`src/rtl/kf_step_sched.sv`:
```
// ---------------------------------------------------------------------------
// kf_step_sched -- frame-level sequencer for the fixed-point Kalman filter.
//
// Accepts one measurement per frame. It then steps the stage blocks in the
// order Q-update -> predict -> gain -> update. Each stage gets a one-cycle
// start pulse, and the sequencer waits for that stage's done pulse. The block
// owns the current/previous state registers that feed the Q-update stage. It
// commits the posterior state at the end of every frame.
//
// The very first frame after reset has no previous state to difference
// against. That frame skips the Q-update stage, and downstream Q keeps its
// reset value.
//
// Optional build macro:
//   KF_SEQ_WATCHDOG_EN  per-stage cycle watchdog. A stage that has not
//                       signalled done within TIMEOUT cycles sends the
//                       sequencer to FAULT with err=1. clr_err returns it to
//                       IDLE. Without the macro, stages wait indefinitely,
//                       FAULT is unreachable and err stays 0.
//
// Ports:
//   clk, rst_n                       clock, asynchronous active-low reset
//   meas_valid / meas_ready          measurement handshake (accepted in IDLE)
//   z0_in, z1_in -> z0, z1           measurement, latched for the whole frame
//   q/pred/gain/upd_start            one-cycle stage start pulses
//   q/pred/gain/upd_done             stage completion pulses
//   x00_upd, x01_upd                 posterior state from the update stage
//   x00_now, x01_now                 current state
//   x00_prev, x01_prev               previous-frame state
//   busy                             frame in progress (any state but IDLE)
//   frame_done                       one-cycle pulse during COMMIT
//   frame_cnt                        committed frames, wraps
//   err / clr_err                    sticky stage-timeout fault / clear
// ---------------------------------------------------------------------------
module kf_step_sched #(
  parameter int N       = 20,
  parameter int FRAC    = 10,
  parameter int FRAME_W = 16,
  parameter int TIMEOUT = 1023
) (
  input  logic                clk,
  input  logic                rst_n,
  input  logic                meas_valid,
  output logic                meas_ready,
  input  logic signed [N-1:0] z0_in,
  input  logic signed [N-1:0] z1_in,
  output logic signed [N-1:0] z0,
  output logic signed [N-1:0] z1,
  output logic                q_start,
  output logic                pred_start,
  output logic                gain_start,
  output logic                upd_start,
  input  logic                q_done,
  input  logic                pred_done,
  input  logic                gain_done,
  input  logic                upd_done,
  input  logic signed [N-1:0] x00_upd,
  input  logic signed [N-1:0] x01_upd,
  output logic signed [N-1:0] x00_now,
  output logic signed [N-1:0] x01_now,
  output logic signed [N-1:0] x00_prev,
  output logic signed [N-1:0] x01_prev,
  output logic                busy,
  output logic                frame_done,
  output logic [FRAME_W-1:0]  frame_cnt,
  output logic                err,
  input  logic                clr_err
);

  // FRAC only documents the Q format of the words passed through. A format
  // with no integer bit, or a zero watchdog limit, is not a meaningful
  // configuration. Such a configuration elaborates this marker block, which
  // shows up in the design hierarchy.
  generate
    if (FRAC >= N || TIMEOUT < 1) begin : g_bad_cfg
    end
  endgenerate

  typedef enum logic [2:0] {
    S_IDLE   = 3'd0,
    S_QCALC  = 3'd1,
    S_PRED   = 3'd2,
    S_GAIN   = 3'd3,
    S_UPD    = 3'd4,
    S_COMMIT = 3'd5,
    S_FAULT  = 3'd6
  } state_t;

  state_t              st_r;
  state_t              next_st_s;
  logic                stage_done_s;
  logic                first_r;
  logic                meas_ready_r;
  logic                busy_r;
  logic                q_start_r;
  logic                pred_start_r;
  logic                gain_start_r;
  logic                upd_start_r;
  logic                frame_done_r;
  logic                err_r;
  logic [FRAME_W-1:0]  frame_cnt_r;
  logic signed [N-1:0] z0_r;
  logic signed [N-1:0] z1_r;
  logic signed [N-1:0] x00_now_r;
  logic signed [N-1:0] x01_now_r;
  logic signed [N-1:0] x00_prev_r;
  logic signed [N-1:0] x01_prev_r;

`ifdef KF_SEQ_WATCHDOG_EN
  localparam int WD_W = $clog2(TIMEOUT + 1);
  // The counter reads 0 in a stage's first cycle. The stage therefore faults
  // at the end of its TIMEOUT-th cycle if no done was seen by then.
  localparam logic [WD_W-1:0] WD_LAST = WD_W'(TIMEOUT - 1);
  logic [WD_W-1:0] wd_cnt_r;
`endif

  // Only the done of the stage currently active can advance the sequence.
  // All other done inputs are ignored.
  always_comb begin
    stage_done_s = 1'b0;
    next_st_s    = st_r;
    case (st_r)
      S_QCALC: begin
        stage_done_s = q_done;
        next_st_s    = S_PRED;
      end
      S_PRED: begin
        stage_done_s = pred_done;
        next_st_s    = S_GAIN;
      end
      S_GAIN: begin
        stage_done_s = gain_done;
        next_st_s    = S_UPD;
      end
      S_UPD: begin
        stage_done_s = upd_done;
        next_st_s    = S_COMMIT;
      end
      default: begin
        stage_done_s = 1'b0;
        next_st_s    = st_r;
      end
    endcase
  end

  // Sequencer FSM with all outputs and state registers.
  always_ff @(posedge clk or negedge rst_n) begin
    if (!rst_n) begin
      st_r         <= S_IDLE;
      first_r      <= 1'b1;
      meas_ready_r <= 1'b1;
      busy_r       <= 1'b0;
      q_start_r    <= 1'b0;
      pred_start_r <= 1'b0;
      gain_start_r <= 1'b0;
      upd_start_r  <= 1'b0;
      frame_done_r <= 1'b0;
      err_r        <= 1'b0;
      frame_cnt_r  <= {FRAME_W{1'b0}};
      z0_r         <= {N{1'b0}};
      z1_r         <= {N{1'b0}};
      x00_now_r    <= {N{1'b0}};
      x01_now_r    <= {N{1'b0}};
      x00_prev_r   <= {N{1'b0}};
      x01_prev_r   <= {N{1'b0}};
`ifdef KF_SEQ_WATCHDOG_EN
      wd_cnt_r     <= {WD_W{1'b0}};
`endif
    end else begin
      // Pulse outputs last one cycle unless re-armed below.
      q_start_r    <= 1'b0;
      pred_start_r <= 1'b0;
      gain_start_r <= 1'b0;
      upd_start_r  <= 1'b0;
      frame_done_r <= 1'b0;
      case (st_r)
        S_IDLE: begin
          if (meas_valid) begin
            z0_r         <= z0_in;
            z1_r         <= z1_in;
            meas_ready_r <= 1'b0;
            busy_r       <= 1'b1;
`ifdef KF_SEQ_WATCHDOG_EN
            wd_cnt_r     <= {WD_W{1'b0}};
`endif
            if (first_r) begin
              st_r         <= S_PRED;
              pred_start_r <= 1'b1;
            end else begin
              st_r      <= S_QCALC;
              q_start_r <= 1'b1;
            end
          end
        end
        S_QCALC, S_PRED, S_GAIN, S_UPD: begin
          if (stage_done_s) begin
            st_r         <= next_st_s;
            pred_start_r <= (next_st_s == S_PRED);
            gain_start_r <= (next_st_s == S_GAIN);
            upd_start_r  <= (next_st_s == S_UPD);
            frame_done_r <= (next_st_s == S_COMMIT);
`ifdef KF_SEQ_WATCHDOG_EN
            wd_cnt_r     <= {WD_W{1'b0}};
          end else if (wd_cnt_r == WD_LAST) begin
            st_r  <= S_FAULT;
            err_r <= 1'b1;
          end else begin
            wd_cnt_r <= wd_cnt_r + WD_W'(1);
`endif
          end
        end
        S_COMMIT: begin
          // Old register values on the right-hand side: prev takes the
          // pre-commit current state.
          x00_prev_r   <= x00_now_r;
          x01_prev_r   <= x01_now_r;
          x00_now_r    <= x00_upd;
          x01_now_r    <= x01_upd;
          frame_cnt_r  <= frame_cnt_r + FRAME_W'(1);
          first_r      <= 1'b0;
          st_r         <= S_IDLE;
          meas_ready_r <= 1'b1;
          busy_r       <= 1'b0;
        end
        S_FAULT: begin
          // Only reachable in the watchdog build. State registers, the
          // frame counter and the first flag are left untouched.
          if (clr_err) begin
            st_r         <= S_IDLE;
            err_r        <= 1'b0;
            meas_ready_r <= 1'b1;
            busy_r       <= 1'b0;
          end
        end
        default: begin
          st_r         <= S_IDLE;
          err_r        <= 1'b0;
          meas_ready_r <= 1'b1;
          busy_r       <= 1'b0;
        end
      endcase
    end
  end

  assign meas_ready = meas_ready_r;
  assign busy       = busy_r;
  assign q_start    = q_start_r;
  assign pred_start = pred_start_r;
  assign gain_start = gain_start_r;
  assign upd_start  = upd_start_r;
  assign frame_done = frame_done_r;
  assign frame_cnt  = frame_cnt_r;
  assign err        = err_r;
  assign z0         = z0_r;
  assign z1         = z1_r;
  assign x00_now    = x00_now_r;
  assign x01_now    = x01_now_r;
  assign x00_prev   = x00_prev_r;
  assign x01_prev   = x01_prev_r;

endmodule
```
`config.mk`:
```
export PLATFORM = sky130hd
export DESIGN_NAME = kf_step_sched
export DESIGN_NICKNAME = d
export VERILOG_FILES = /design/src/rtl/kf_step_sched.sv
export SDC_FILE = /design/constraint.sdc
export NUM_CORES = 1
export LEC_CHECK = 0
export CAP_MARGIN = 20
export CORE_UTILIZATION = 43
export CTS_BUF_LIST = sky130_fd_sc_hd__clkbuf_16
export DETAILED_ROUTE_END_ITERATION = 6
export MAX_ROUTING_LAYER = met4
export PLACE_DENSITY = 0.81
export SLEW_MARGIN = 20
export SYNTH_ARGS = -nofsm -noshare
export SYNTH_HDL_FRONTEND = slang
export SYNTH_SLANG_ARGS = --single-unit
```
`constraint.sdc`:
```
create_clock -name clk -period 1.9 [get_ports clk]
set_input_delay 0.38 -clock clk [delete_from_list [all_inputs] [get_ports clk]]
set_output_delay 0.38 -clock clk [all_outputs]
set_load 0.01 [all_outputs]
```
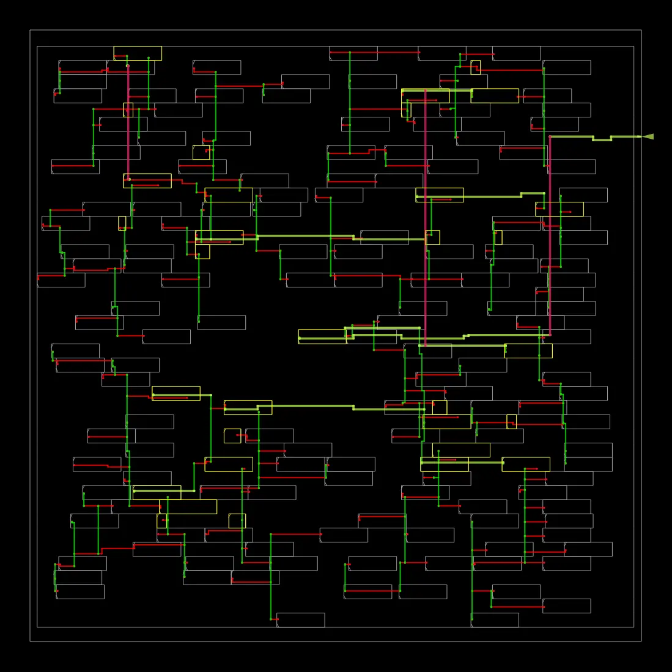
Fig. 1. The clock network (run 1).
CTS buffer count: 17
Late-Pin Clk Latency: 0.42 ns

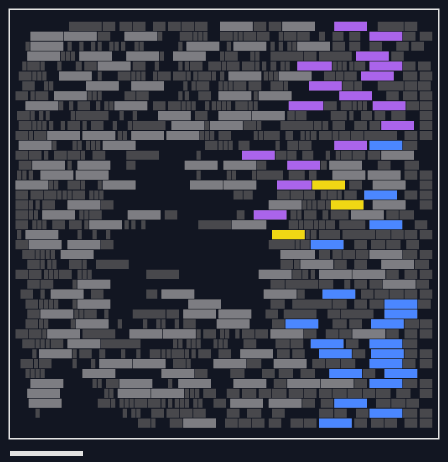
Fig. 2. Where the registers sit (run 1).
The bar under the picture is 20 microns long. Other sequential cells in the stronger grey, the rest of the logic in the fainter grey.
Key: purple = `frame_cnt` [flops 16, where north-east]; blue = `z1` [flops 20]; yellow = `st_r` [flops 3]
power of the sequential group: 5.45 mW
Seq/total area: 41.84%

==> results.py, run 1 <==
# Flow results
metrics = {
    "outcome": {
        "status": "completed",
    },
    "drt": {
        "post-route-drc-count": 0,
        "drt-total-wl_mm": 14.74,
        "drtIter0Drc": 210,
        "routedWlPerCell_microns": 15.47,
        "first_pass_iters": 4,
        "num_vias": 4604,
        "routed.top_layer": "met4",
    },
    "final_timing": {
        "period_used_pct": 95.79,
        "setup_viol": 0,
        "skew_ns": 0.006926,
        "setup-tns-final_ns": 0,
        "hold_viol_final": 0,
        "tightest_slew_ns": 0.5094,
        "period_needed_ns": 1.820,
        "rsz0062_at_grt": "no",
    },
    "global_routing": {
        "antenna_found_initial": 0,
        "grt_max_degree": 82,
        "grt.overflow.total": 0,
        "use_met3_pct": 8.463,
        "grt-busiest-layer": "met2",
        "grt_pass1_wl_mm": 24.09,
        "track_usage_pct": 23.25,
    },
    "pwr": {
        "pg_comb_mw": 5.67,
        "powerClk_mw": 3.19,
        "comb_power_share_pct": 39.6,
        "power.group.top": "combinational logic",
        "powerDensity_nw_per_um2": 1626,
        "total_power_mw": 14.32,
        "p_clk_share_pct": 22.3,
        "power_frac_seq_pct": 38.1,
    },
    "setup_path": {
        "critPathKind": "reg2out",
        "r2r-start": "st_r[2]$_DFFE_PN0P_",
        "cpLargestDelayFamily": "buffers and inverters",
        "endpoint": "frame_cnt[1]",
        "reg2reg_slack_ns": 0.24,
        "cp_max_fo": 4,
        "cpPeakStageDelay_ns": 0.58,
        "cp-end-kind": "output pin",
    },
    "synthesis": {
        "synth-edff-count": 0,
        "yosys_area_sq_um": 5723,
        "syn-instance-count": 537,
        "simple_gate_area_share_pct": 21.40,
        "top_logic_kind": "simple AND/OR/NAND/NOR gates",
        "synth.area.mux_share_pct": 7.871,
        "postSynthSeqShare_pct": 64.32,
        "synth_flops": 147,
        "yosysCellCount": 537,
        "yosys.area.top_type": "dfrtp_1",
        "synth.top_cell.area_share_pct": 63.40,
        "xor_area_share_pct": 2.296,
        "topCellsByArea": "dfrtp_1 (63%), nand2_1 (17%), mux2_1 (7.9%), xnor2_1 (1.2%), buf_2 (1.1%)",
        "synth.most_common_cell": "nand2_1",
        "floorplan.nets": 626,
    },
    "layout": {
        "comb_share_pct": 21.55,
        "layout_top_cells": "nand2_1 (255), clkdlybuf4s50_1 (228), dfrtp_1 (142), mux2_1 (40), clkbuf_16 (17)",
        "fin_cells": 953,
        "register_area_sq_um": 3685,
        "layout_top_cell": "nand2_1",
        "utilization_pct": 68.94,
        "final-nonclk-buf-share_pct": 27.59,
        "fin_nets": 857,
        "fill_cells": 913,
        "drive_gt1_share_pct": 7.298,
        "seq_cells": 147,
        "final_area_sq_um": 8806,
        "num-multi-input-gates": 359,
        "inv_count": 3,
    },
    "placement": {
        "gp_congestion": 0.8671,
        "placed_cells": 920,
        "post-place-ws_ns": -0.01681,
        "dpl.hpwl_mm": 10.55,
    },
    "hold_path": {
        "worstHoldPathCells": 2,
        "holdCritStartpoint": "x01_prev[18]$_DFFE_PN0N_",
        "hold_end": "x01_prev[18]$_DFFE_PN0N_",
    },
    "clock_tree": {
        "cts_buffer_depth": 2,
        "cts_root_buf": "clkbuf_16",
        "ctsHoldBuffers": 1,
        "ctsResizeCount": 1,
        "clk_pin_slew_ns": 0.06,
        "h-tree-depth": 4,
    },
    "die": {
        "die-area_sq_um": 13770,
        "tap_cells": 172,
    },
    "job": {
        "drv_cap": 0,
    },
}
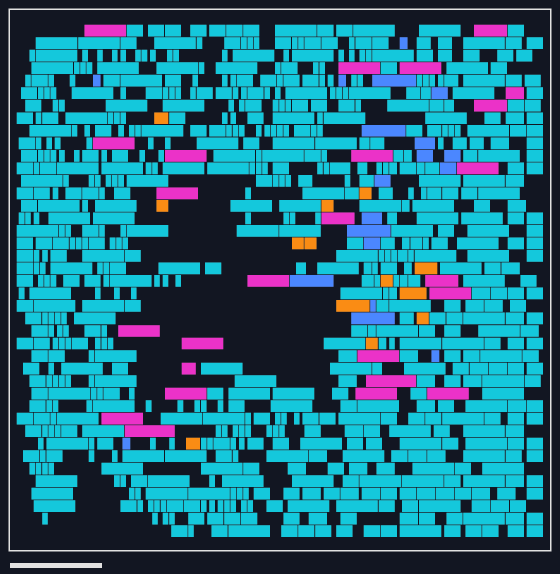
Fig. 3. Cells by drive strength (run 1).
The bar under the picture is 20 microns long.
Key: blue = drive 2 [cells 19, share 2.4%, most used clkinv_2]; magenta = drive 6 and up [cells 25, share 3.2%, most used clkbuf_16]; orange = drive 3 to 4 [cells 13, share 1.7%, most used buf_4]; cyan = drive 1 or less [cells 724, share 93%, most used nand2_1]
Area growth syn-to-layout: 53.87%
nonclk buf count: 240

==> run 1 -> run 2 <==
--- a/config.mk
+++ b/config.mk
@@ -11,7 +11,6 @@
 export DETAILED_ROUTE_END_ITERATION = 6
 export MAX_ROUTING_LAYER = met4
 export PLACE_DENSITY = 0.81
-export SLEW_MARGIN = 20
 export SYNTH_ARGS = -nofsm -noshare
 export SYNTH_HDL_FRONTEND = slang
 export SYNTH_SLANG_ARGS = --single-unit
==> constraint.sdc (replaced) <==
create_clock -name clk -period 1.75 [get_ports clk]
set_input_delay 0.35 -clock clk [delete_from_list [all_inputs] [get_ports clk]]
set_output_delay 0.35 -clock clk [all_outputs]
set_load 0.01 [all_outputs]
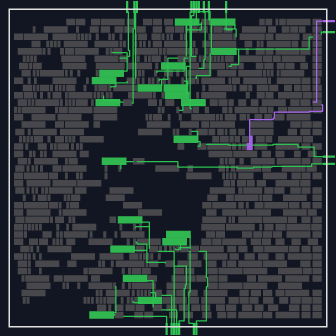
Fig. 4. Wires at chosen ports, followed through buffers (run 2).
Key: green = `x01_prev` [direction output, edge 10 north, 7 south, 3 east, end cells 20, buffers 20, wire 798 microns]; purple = `q_done` [direction input, edge east, end cells 2, buffers 1, wire 77.6 microns]

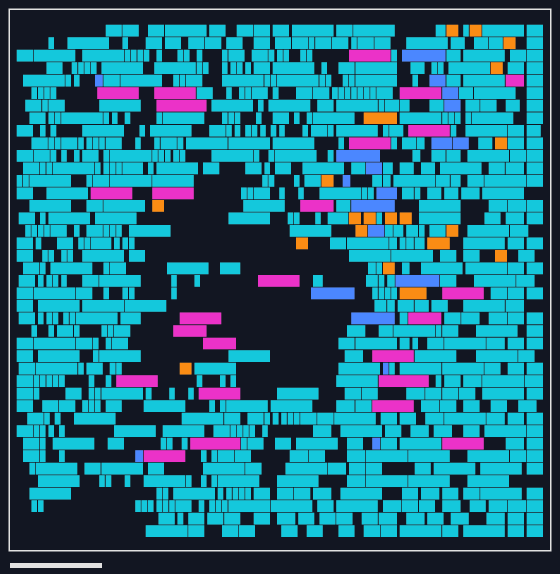
Fig. 5. Cells by drive strength (run 2).
The bar under the picture is 20 microns long.
Key: blue = drive 2 [cells 19, share 2.4%]; cyan = drive 1 or less [cells 727, share 92%, most used nand2_1]; magenta = drive 6 and up [cells 25, share 3.2%, most used clkbuf_16]; orange = drive 3 to 4 [cells 20, share 2.5%, most used buf_4]

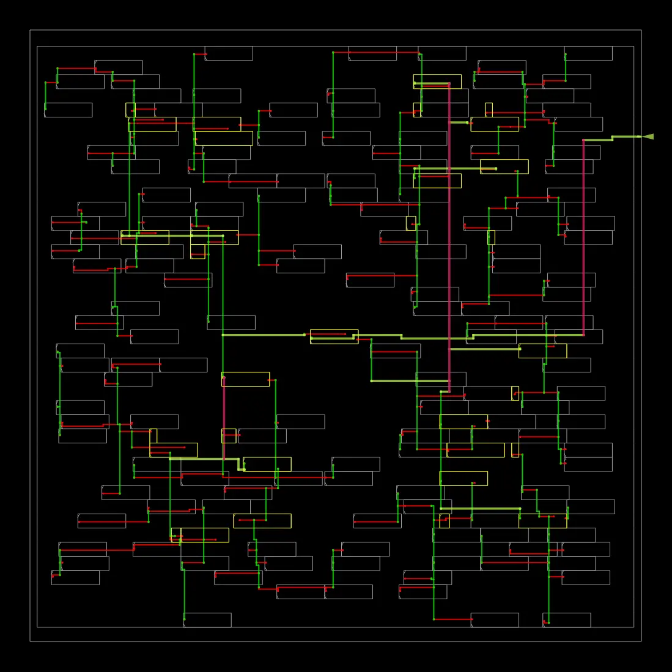
Fig. 6. The clock network (run 2).
Late-Pin Clk Latency: 0.41 ns
Sink Count: 147
seq_cells: 147

==> run 2 against run 1 <==
Global-route usage rose by 0.55 points. Count of clock-buffer cells in the layout did not move. Synthesized area did not move. Largest cell class unchanged. Cell count rose by 1.0%.
==> results.py, run 2 <==
# Flow results
metrics = {
    "setup_path": {
        "cp_max_fo": 3,
        "r2r-start": "st_r[2]$_DFFE_PN0P_",
        "cp-end-kind": "output pin",
        "cpPeakStageDelay_ns": 0.57,
        "reg2reg_slack_ns": 0.17,
        "endpoint": "x01_now[17]",
        "critPathKind": "reg2out",
    },
    "layout": {
        "fill_cells": 922,
        "layout_top_cells": "nand2_1 (255), clkdlybuf4s50_1 (217), dfrtp_1 (141), mux2_1 (40), clkbuf_16 (17)",
        "fin_nets": 867,
        "fin_cells": 963,
        "area_growth_pct": 55.33,
        "utilization_pct": 69.60,
        "register_area_sq_um": 3686,
        "final-nonclk-buf-share_pct": 28.19,
        "sh_seq_area_pct": 41.46,
        "num-multi-input-gates": 359,
        "inv_count": 3,
        "comb_share_pct": 21.35,
        "final_area_sq_um": 8890,
        "signal_buffers": 250,
        "layout_top_cell": "nand2_1",
    },
    "drt": {
        "post-route-drc-count": 0,
        "routedWlPerCell_microns": 15.56,
        "drt-total-wl_mm": 14.99,
        "num_vias": 4655,
        "routed.top_layer": "met4",
        "first_pass_iters": 5,
    },
    "pwr": {
        "power_frac_seq_pct": 37.7,
        "power.group.top": "combinational logic",
        "p_clk_share_pct": 22.5,
        "powerDensity_nw_per_um2": 1757,
        "total_power_mw": 15.62,
        "powerClk_mw": 3.51,
        "seq-power_mw": 5.89,
    },
    "global_routing": {
        "use_met3_pct": 5.739,
        "track_usage_pct": 23.80,
        "antenna_found_initial": 0,
        "grt-busiest-layer": "met2",
        "grt.overflow.total": 0,
        "grt_max_degree": 59,
        "grt_pass1_wl_mm": 24.72,
    },
    "synthesis": {
        "synth.area.mux_share_pct": 7.871,
        "synth.top_cell.area_share_pct": 63.40,
        "topCellsByArea": "dfrtp_1 (63%), nand2_1 (17%), mux2_1 (7.9%), xnor2_1 (1.2%), buf_2 (1.1%)",
        "ys_types": 39,
        "postSynthSeqShare_pct": 64.32,
        "syn-instance-count": 537,
        "simple_gate_area_share_pct": 21.40,
        "synth-edff-count": 0,
        "yosysCellCount": 537,
        "yosys.area.top_type": "dfrtp_1",
        "yosys_area_sq_um": 5723,
        "xor_area_share_pct": 2.296,
        "synth_flops": 147,
        "top_logic_kind": "simple AND/OR/NAND/NOR gates",
        "synth.most_common_cell": "nand2_1",
        "floorplan.nets": 626,
    },
    "die": {
        "floorplan.core_util_pct": 44.80,
        "io_pins": 232,
        "die_w_microns": 117.4,
        "die-area_sq_um": 13770,
        "tap_cells": 172,
    },
    "final_timing": {
        "rsz0062_at_grt": "no",
        "skew_ns": 0.005060,
        "period_needed_ns": 1.714,
        "tightest_slew_ns": 0.5959,
        "setup_viol": 0,
        "slew_headroom_pct": 60.28,
        "hold_viol_final": 0,
        "setup-tns-final_ns": 0,
        "period_used_pct": 97.95,
    },
    "clock_tree": {
        "cts_buffer_depth": 2,
        "ctsHoldBuffers": 1,
        "h-tree-depth": 4,
        "cts_buffers": 17,
        "clk_pin_slew_ns": 0.06,
        "ctsResizeCount": 11,
        "cts_root_buf": "clkbuf_16",
    },
    "job": {
        "drv_cap": 0,
    },
    "outcome": {
        "status": "completed",
    },
    "placement": {
        "placed_cells": 924,
        "post-place-ws_ns": -0.1494,
        "gp_congestion": 0.8630,
        "dpl.hpwl_mm": 10.48,
    },
}
==> run 2 -> run 3 <==
--- a/config.mk
+++ b/config.mk
@@ -8,9 +8,11 @@
 export CAP_MARGIN = 20
 export CORE_UTILIZATION = 43
 export CTS_BUF_LIST = sky130_fd_sc_hd__clkbuf_16
+export CTS_CLUSTER_DIAMETER = 30
 export DETAILED_ROUTE_END_ITERATION = 6
 export MAX_ROUTING_LAYER = met4
 export PLACE_DENSITY = 0.81
+export SKIP_LAST_GASP = 1
 export SYNTH_ARGS = -nofsm -noshare
 export SYNTH_HDL_FRONTEND = slang
 export SYNTH_SLANG_ARGS = --single-unit
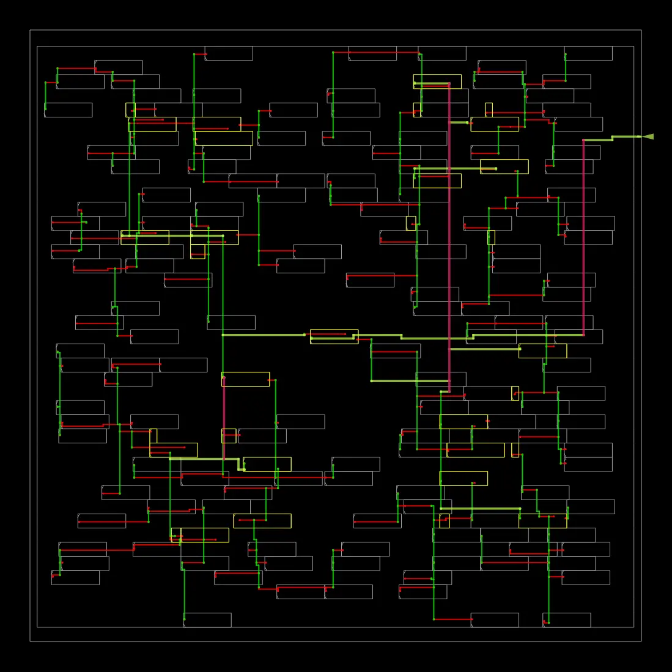
Fig. 7. The clock network (run 3).
CLK BUF: 17
clock network power: 3.51 mW
clock skew: 0.005060 ns

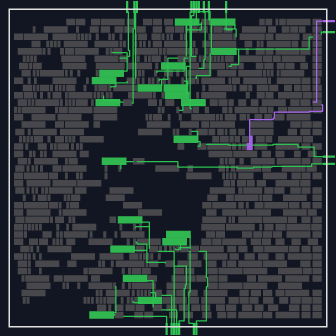
Fig. 8. Wires at chosen ports, followed through buffers (run 3).
Key: green = `x01_prev` [direction output, edge 10 north, 7 south, 3 east, end cells 20, buffers 20, wire 798 microns]; purple = `q_done` [direction input, edge east, end cells 2, buffers 1, wire 77.6 microns]

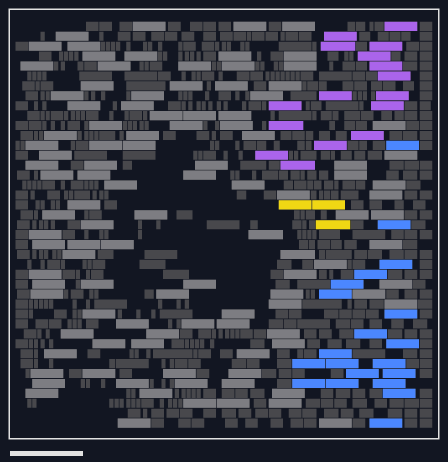
Fig. 9. Where the registers sit (run 3).
The bar under the picture is 20 microns long. Other sequential cells in the stronger grey, the rest of the logic in the fainter grey.
Key: purple = `frame_cnt` [flops 16, where north-east]; blue = `z1` [flops 20, where south-east]; yellow = `st_r` [flops 3]
Another 108 sequential cells are not coloured.
final core area utilization: 69.60%
register area: 3686 sq um
Seq/total area: 41.46%

==> run 3 against run 2 <==
Cell count unchanged. Sequential cell count did not move. Maximum frequency did not move. Utilization is the same. Power unchanged. Die size unchanged. First-iteration DRC count is the same.
==> results.py, run 3 <==
# Flow results
metrics = {
    "outcome": {
        "status": "completed",
    },
    "clock_tree": {
        "ctsResizeCount": 11,
        "clock.latency.late_pin_ns": 0.41,
        "ctsHoldBuffers": 1,
        "h-tree-depth": 4,
        "cts_buffer_depth": 2,
        "cts_root_buf": "clkbuf_16",
        "cts_buffers": 17,
    },
    "setup_path": {
        "r2r-start": "st_r[2]$_DFFE_PN0P_",
        "cp_max_fo": 3,
        "endpoint": "x01_now[17]",
        "cpPeakStageDelay_ns": 0.57,
        "cpLargestDelayFamily": "buffers and inverters",
    },
    "pwr": {
        "pg_comb_mw": 6.22,
        "power_frac_seq_pct": 37.7,
        "seq-power_mw": 5.89,
        "powerDensity_nw_per_um2": 1757,
        "total_power_mw": 15.62,
        "power.group.top": "combinational logic",
    },
    "synthesis": {
        "synth.area.mux_share_pct": 7.871,
        "synth.most_common_cell": "nand2_1",
        "synth.top_cell.area_share_pct": 63.40,
        "ys_types": 39,
        "yosysCellCount": 537,
        "yosys_area_sq_um": 5723,
        "synth_flops": 147,
    },
    "placement": {
        "placed_cells": 924,
        "dpl.hpwl_mm": 10.48,
    },
    "layout": {
        "fill_cells": 922,
        "final_area_sq_um": 8890,
        "fin_cells": 963,
        "layout_top_cells": "nand2_1 (255), clkdlybuf4s50_1 (217), dfrtp_1 (141), mux2_1 (40), clkbuf_16 (17)",
        "area_growth_pct": 55.33,
        "final-nonclk-buf-share_pct": 28.19,
        "fin_nets": 867,
        "layout_top_cell": "nand2_1",
        "comb_share_pct": 21.35,
    },
    "drt": {
        "drt-total-wl_mm": 14.99,
        "first_pass_iters": 5,
        "post-route-drc-count": 0,
        "routedWlPerCell_microns": 15.56,
    },
    "die": {
        "tap_cells": 172,
        "die_w_microns": 117.4,
        "die-area_sq_um": 13770,
        "io_pins": 232,
        "floorplan.core_util_pct": 44.80,
    },
    "final_timing": {
        "setup-tns-final_ns": 0,
        "slew_headroom_pct": 60.28,
        "period_used_pct": 97.95,
        "hold_viol_final": 0,
    },
    "global_routing": {
        "track_usage_pct": 23.80,
        "grt_max_degree": 59,
        "use_met3_pct": 5.739,
        "grt-busiest-layer": "met2",
        "grt.overflow.total": 0,
    },
}
Power figures rest on the tool's default switching activity, not on a simulated workload.
